run_1/pins.png
Pins as bars across the die edge, other pins in gray.
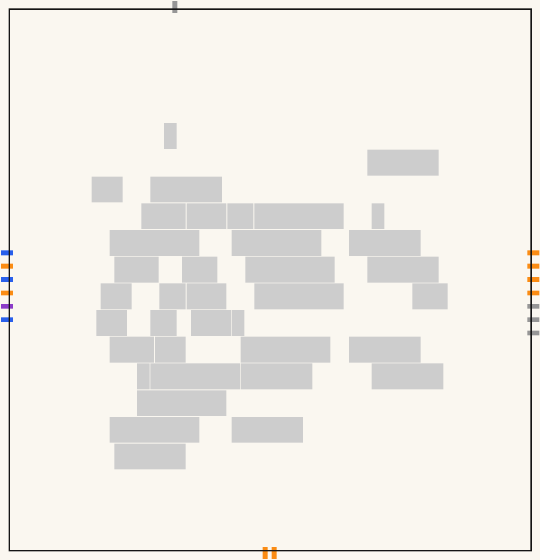
run_1/met3.png
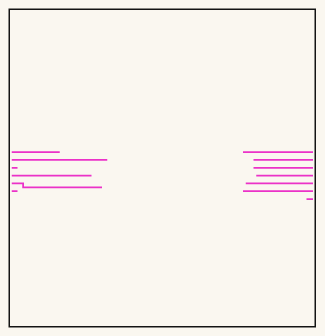
run_1/clock_map.png
Bar = 20 um.
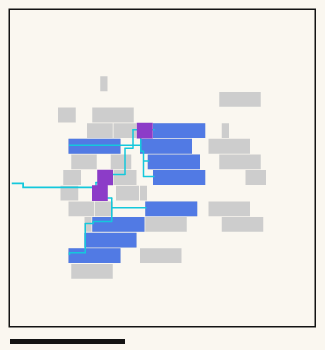
run_1/final_placement.png
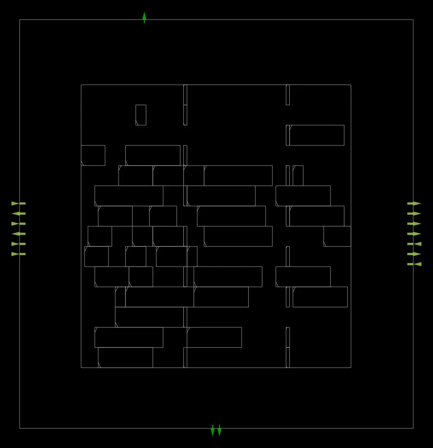
**config.mk**
```make
export PLATFORM = sky130hd
export DESIGN_NAME = decoder_3to8_flat
export DESIGN_NICKNAME = d
export VERILOG_FILES = /design/src/rtl/decoder_3to8_if.sv /design/src/rtl/decoder_3to8.sv /design/src/flat_wrapper.sv
export SDC_FILE = /design/constraint.sdc
export NUM_CORES = 1
export LEC_CHECK = 0
export CORE_AREA = 8 8 45 47
export CTS_CLUSTER_DIAMETER = 100
export DETAILED_ROUTE_END_ITERATION = 12
export DIE_AREA = 0 0 53 55
export PLACE_DENSITY = 0.64
export RECOVER_POWER = 100
export SLEW_MARGIN = 20
export SYNTH_ARGS = -nofsm -noshare
export SYNTH_HDL_FRONTEND = slang
export SYNTH_SLANG_ARGS = --single-unit
```
**constraint.sdc**
```tcl
create_clock -name clk -period 0.8 [get_ports clk]
set_input_delay 0.12 -clock clk [delete_from_list [all_inputs] [get_ports clk]]
set_output_delay 0.12 -clock clk [all_outputs]
set_load 0.05 [all_outputs]
```
**src/rtl/decoder_3to8_if.sv**
```systemverilog
// Decoder bus: binary select in, one-hot strobes out.
// The master drives the index and enable; the decoder (slave) returns
// the registered one-hot vector with its valid and error flags.
interface decoder_3to8_if #(
   parameter int IN  = 3,
   parameter int OUT = 8
);
   logic [IN-1:0]  in;
   logic           enable;
   logic [OUT-1:0] out;
   logic           out_valid;
   logic           err;

   modport master (
      output in,
      output enable,
      input  out,
      input  out_valid,
      input  err
   );

   modport slave (
      input  in,
      input  enable,
      output out,
      output out_valid,
      output err
   );
endinterface

```
**src/rtl/decoder_3to8.sv**
```systemverilog
// Binary-to-one-hot decoder with enable and a single registered output stage.
// An index with no output line (in >= OUT) yields an all-idle vector and
// raises err instead of aliasing onto a lower line. OUT_ACTIVE_LOW flips the
// polarity of the strobes only; out_valid and err stay active-high.
module decoder_3to8 #(
   parameter int IN             = 3,
   parameter int OUT            = 8,
   parameter int OUT_ACTIVE_LOW = 0
) (
   input  logic          clk,
   input  logic          rst_n,
   decoder_3to8_if.slave bus
);

   // OUT can equal 2**IN, so the range limit needs one extra bit.
   localparam logic [IN:0]    OUT_LIM  = (IN+1)'(OUT);
   localparam logic [OUT-1:0] POL_MASK = (OUT_ACTIVE_LOW != 0) ? {OUT{1'b1}} : {OUT{1'b0}};

   logic [OUT-1:0] w_dec_p0;
   logic           w_err_p0;

   logic [OUT-1:0] r_out_p1;
   logic           r_vld_p1;
   logic           r_err_p1;

   // ---- stage p0: combinational decode of the sampled index ----
   // Decode only under enable so an unknown index while idle cannot reach out.
   always_comb begin
      w_dec_p0 = '0;
      w_err_p0 = 1'b0;
      if (bus.enable) begin
         for (int i = 0; i < OUT; i++) begin
            if (bus.in == IN'(i)) begin
               w_dec_p0[i] = 1'b1;
            end
         end
         w_err_p0 = ({1'b0, bus.in} >= OUT_LIM);
      end
   end

   // ---- stage p1: output register, polarity applied on the way in ----
   // Reset drives the logical-idle value, i.e. all ones when active-low.
   always_ff @(posedge clk or negedge rst_n) begin
      if (!rst_n) begin
         r_out_p1 <= POL_MASK;
         r_vld_p1 <= 1'b0;
         r_err_p1 <= 1'b0;
      end else begin
         r_out_p1 <= w_dec_p0 ^ POL_MASK;
         r_vld_p1 <= bus.enable;
         r_err_p1 <= w_err_p0;
      end
   end

   assign bus.out       = r_out_p1;
   assign bus.out_valid = r_vld_p1;
   assign bus.err       = r_err_p1;

endmodule

```
**src/flat_wrapper.sv**
```systemverilog
// flat-port wrapper written by rule: the top's interface ports become plain ports
module decoder_3to8_flat 
#(
   parameter int IN             = 3,
   parameter int OUT            = 8,
   parameter int OUT_ACTIVE_LOW = 0
)
  (clk, rst_n, bus_in, bus_enable, bus_out, bus_out_valid, bus_err);
  decoder_3to8_if #(.IN(IN), .OUT(OUT)) bus_i ();
  input  logic clk;
  input  logic rst_n;
  input wire logic [$bits(bus_i.in)-1:0] bus_in;
  input wire logic [$bits(bus_i.enable)-1:0] bus_enable;
  output wire logic [$bits(bus_i.out)-1:0] bus_out;
  output wire logic [$bits(bus_i.out_valid)-1:0] bus_out_valid;
  output wire logic [$bits(bus_i.err)-1:0] bus_err;
  assign bus_i.in = bus_in;
  assign bus_i.enable = bus_enable;
  assign bus_out = bus_i.out;
  assign bus_out_valid = bus_i.out_valid;
  assign bus_err = bus_i.err;
  decoder_3to8 #(.IN(IN), .OUT(OUT), .OUT_ACTIVE_LOW(OUT_ACTIVE_LOW)) u_core (.clk(clk), .rst_n(rst_n), .bus(bus_i));
endmodule
```
==> results.cfg, run 1 <==
; synthesis and place-and-route metrics
[status]
status = finished, violations left
violations = setup timing

[final_layout]
mostFrequentLayoutCells = buf_12 (9), dfrtp_1 (9)
antenna_cells = 0
nFillCells = 131

[hold_path]
hold_path_class = primary input to flop

[place]
dpl.hpwl_um = 576
dpl_cell_area_um2 = 596
place_congestion = 0.672

[synthesis]
synth_area_per_cell_um2 = 17.5
yosysCellCount = 19
synth_area_um2 = 333
synthesis.nets = 25
ys_seq_share_pct = 67.7

[grt]
grt_pass1_wl_mm = 1.07
overflow = 0
grt_max_degree = 10

[clocking]
numCtsBuffers = 3
clock_sinks = 9
h-tree-depth = 1
cts_buffer_depth = 2
cts_tree = done
hold_buffers = 0

[power]
p_int_uw = 733
combPwrFrac_pct = 17.1
swShare_pct = 24.0
pwr-share-seq_pct = 49.6
ir_worst_vdd_mv = 0.771
finalPower_uw = 965

[final_timing]
finalSetupViolations = 9
layout_setup_ws_ps = -119
finalHoldViolCount = 0
tns_ps = -1020

[critical_path]
path_max_fanout = 1
cp_num_buf_inv = 1
crit_required_ps = 680

[floorplan]
fp.dieH_um = 55
die_area_mm2 = 0.00292
die_x_um = 53
fp-utilization_pct = 24.1
pin_count = 16

[detailed_routing]
route.vias.total = 224
dr.pass1.iters = 2
vias_per_cell = 4.23

[job]
drv_cap = 0
## Picture notes: pins.png
- purple: clk (pins 1; direction input; edge west)
- orange: bus_out (pins 8; direction output; edge 4 east, 2 south, 2 west)
- blue: bus_in (pins 3; direction input; edge west)
- all pins by edge: 7 east, 6 west, 2 south, 1 north

## Picture notes: met3.png
- wire length on this layer: 121 um
- main direction: horizontal

## Picture notes: clock_map.png
- cyan: clock wires (length 82.0 um)
- blue: flip-flops (count 9)
- purple: cells driving clock nets (count 3)
- flops lie: center
- routed clock nets: 4
P_clk: 321 uW
Clock Power Share: 33.3%

## Picture notes: final_placement.png
num sequential: 9
Core ar.: 0.00138 mm^2
Tap Count: 16
final core occ: 42.6%
row count: 14

-- run 1: Yosys cell counts --
| cell type | n | share of area [%] |
|---|---|---|
| dfrtp_1 | 9 | 68 |
| buf_4 | 1 | 2.3 |
| conb_1 | 1 | 1.1 |
| nor4b_2 | 1 | 4.5 |
| and4b_2 | 3 | 10 |
| and4bb_2 | 3 | 11 |
| and4_2 | 1 | 3.0 |
-- run 1: through the flow --
stage	hold WS, ps	utilization [%]	setup WS [ps]	instances
after floorplan	-176	-	94.1	19
after global placement	453	43.0	-266	49
after detailed placement	462	43.0	-302	49
after CTS	201	44.7	-133	53
after global routing	116	42.6	-148	53
final	103	42.6	-119	53
-- run 1: worst max-delay path by stage --
| stage | from | end | slack, ps | cells past startpoint |
|---|---|---|---|---|
| CTS | u_core.bus.out[7] | bus_out[7] | -130 | 1 |
| floorplan | u_core.bus.out[0] | bus_out[0] | 90 | 0 |
| finish | u_core.bus.out[4] | bus_out[4] | -120 | 1 |
| detailed placement | bus_in[2] | u_core.bus.out[2] | -300 | 2 |
| global route | u_core.bus.out_valid | bus_out_valid | -150 | 1 |
| global placement | bus_in[0] | u_core.bus.out[4] | -270 | 2 |
-- run 1: flip-flops by register name, summed over array words and instances (netlist names) --
signal and count:
u_core.bus.out 8, u_core.bus.out_valid 1
-- run 1: kinds of logic (layout without fill, tap and decap cells) --
group / after synthesis / count (layout) / share of synthesized area, %
flops: 9 / 9 / 67.7
simple gates: 8 / 8 / 28.9
buf+inv: 1 / 19 / 2.26
other cells: 1 / 1 / 1.13
-- run 1: final cells by class --
class / instances / area [um^2] / area share [%]
sequential: 9 / 225 / 38.2
timing repair buffer: 15 / 224 / 38.0
multi-input combinational: 9 / 93.8 / 15.9
clock buffer: 4 / 26.3 / 4.46
tap: 16 / 20.0 / 3.40
-- run 1: what timing repair did --
item | CTS | global route
endpoints found under the setup margin | 15 | 17
resized | 3 | 1
endpoints found under the hold margin | 0 | 0
-- run 1: power by group through the flow --
stage | Clock (uW) | Combinational (uW) | Sequential [uW]
final | 321 | 165 | 479
after global routing | 358 | 175 | 480
after CTS | 337 | 184 | 479
after detailed placement | 0 | 189 | 487
after global placement | 0 | 186 | 487
after floorplan | 0 | 29.7 | 527
-- run 1: routing by layer --
layer	vias to the layer above	GRT usage (%)	share of wire (%)
met4	0	1.29	0
li1	108	-	-
met2	13	7.23	45
met5	-	0	0
met1	103	5.31	37
met3	0	4.55	18
run_1/density.png
11 x 11 tiles, from white (low) to dark blue (high), 0 to 100% covered.
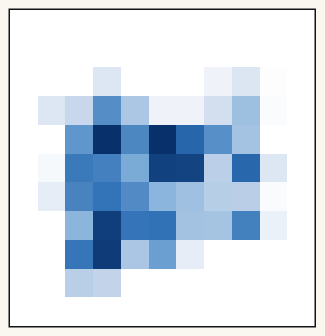

==> run 2: changes to the inputs <==
==> constraint.sdc (replaced) <==
create_clock -name clk -period 0.9 [get_ports clk]
set_input_delay 0.135 -clock clk [delete_from_list [all_inputs] [get_ports clk]]
set_output_delay 0.135 -clock clk [all_outputs]
set_load 0.05 [all_outputs]
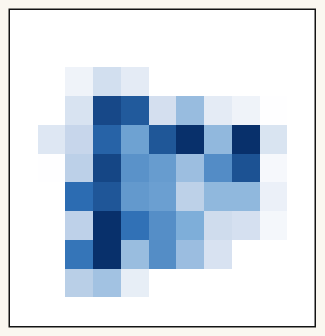
run_2/density.png
11 x 11 tiles, from white (low) to dark blue (high), 0 to 100% covered.
- mean over tiles: 20%
- densest ninth of the die: center
- tiles over 75% full: 9.9%
- nearly empty tiles: 57%
- emptiest ninth of the die: north-east
fp_density: 24.1%
final core occ: 43.5%

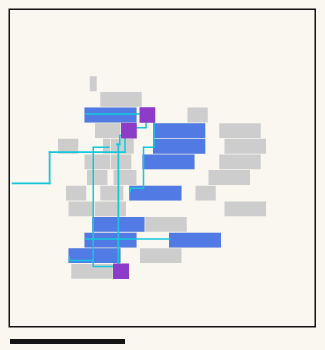
run_2/clock_map.png
Bar = 20 um.
- cyan: clock wires (length 137 um)
- blue: flip-flops (count 9)
- purple: cells driving clock nets (count 3)
- routed clock nets: 4

==> run 2 against run 1 <==
- the run still ends with setup timing left
- sequential power decreased by 11%
- worst setup slack improved by 66 ps
- synthesized cell count unchanged
- core utilization increased by 0.90 points
- critical path type unchanged
- largest cell class is now non-clock buffers
==> results.cfg, run 2 <==
; synthesis and place-and-route metrics
[floorplan]
pin_count = 16
fp.dieH_um = 55

[synthesis]
top_area_cell = dfrtp_1
yosysCellCount = 19
synth.area.mux_share_pct = 0
synth_area_um2 = 333
ys_seq_share_pct = 67.7
topCombFamilyByArea = simple AND/OR/NAND/NOR gates
synth.area.top_cells = dfrtp_1 (68%), and4bb_2 (11%), and4b_2 (10%)
fa_ha_area_share_pct = 0
synthesis.nets = 25
common_cells = dfrtp_1 (9), and4b_2 (3), and4bb_2 (3)
compound_area_share_pct = 0
most_common_cell = dfrtp_1
synthArstFlopShare_pct = 100
synth_area_per_cell_um2 = 17.5
ys_sh_simple_pct = 28.9

[final_layout]
mostFrequentLayoutCells = buf_12 (9), dfrtp_1 (9)
antenna_cells = 0
seq_area_um2 = 225
logic_area_um2 = 100
largest_register_ffs = 8
nFillCells = 127

[critical_path]
cp_num_buf_inv = 1
crit_path_start = u_core.bus.out[4]
path_max_fanout = 1
crit_required_ps = 760

[clocking]
hold_buffers = 0
numCtsBuffers = 3
cts_buffer_depth = 2
clock_sinks = 9

[final_timing]
finalSetupViolations = 10
layout_setup_ws_ps = -53.1
tns_ps = -366
whs_ps = 231

[job]
drv_cap = 0

[power]
ir_worst_vdd_mv = 0.732
combPwrFrac_pct = 17.3
swShare_pct = 25.7
clockPowerShare_pct = 34.8
p_int_uw = 660

[status]
status = finished, violations left
violations = setup timing

[grt]
overflow = 0

[hold_path]
hold_path_class = primary input to async pin

[detailed_routing]
vias_per_cell = 4.58
route.vias.total = 238
[run 2: netlist changes by cell type in the layout (fill, tap and decap cells not counted), sizes merged]
cell	previous run	this run
clkbuf	6	4
clkdlybuf4s50	0	3
dlygate4sd2	3	0
dlygate4sd3	1	2
[run 2: metrics by stage]
step | worst slack (ps) | util [%] | instances | cell area (um^2) | total power, uW
after CTS | -66.7 | 43.5 | 52 | 602 | 910
after detailed placement | -208 | 41.6 | 48 | 576 | 591
after floorplan | 179 | - | 19 | 333 | 495
after global routing | -83.0 | 43.5 | 52 | 602 | 941
after global placement | -183 | 41.6 | 48 | 576 | 588
final | -53.1 | 43.5 | 52 | 602 | 889
[run 2: timing repair]
item / CTS / global route
pin swaps: 0 / 0
gates cloned: 0 / 0
setup endpoints to repair: 9 / 9
[run 2: layout make-up]
cell class	count	area share (%)
Timing Repair Buffer	14	38.3
Tap cell	16	3.33
Multi-Input combinational cell	9	16.6
Clock buffer	4	4.37
Sequential cell	9	37.4
[run 2: power groups by stage]
| stage | clock network (uW) | logic (uW) | registers, uW |
|---|---|---|---|
| after detailed placement | 0 | 157 | 433 |
| final | 309 | 154 | 426 |
| after floorplan | 0 | 26.4 | 468 |
| after global placement | 0 | 155 | 433 |
| after global routing | 352 | 163 | 426 |
| after CTS | 327 | 158 | 426 |
[run 2: path summary, 6_finish.rpt]
path                                      to  slack [ps]  cells past startpoint
min in group clk           u_core.bus.out[0]         560                      2
setup / recovery                  bus_out[4]         -50                      1
hold / removal             u_core.bus.out[0]         230                      1
max in group asynchronous  u_core.bus.out[6]         380                      1
[run 2: logic make-up after synthesis]
| group | count (synthesis) |
|---|---|
| other cells | 1 |
| simple gates | 8 |
| buf+inv | 1 |
| flops | 9 |
[run 2: layer usage]
layer	vias to the layer above	GRT usage [%]	wire [um]
li1	108	-	-
met1	109	5.92	282
met2	17	6.45	285
met3	4	4.28	109
met4	0	6.47	27
met5	-	0	0
Power and IR drop assume default switching activity.
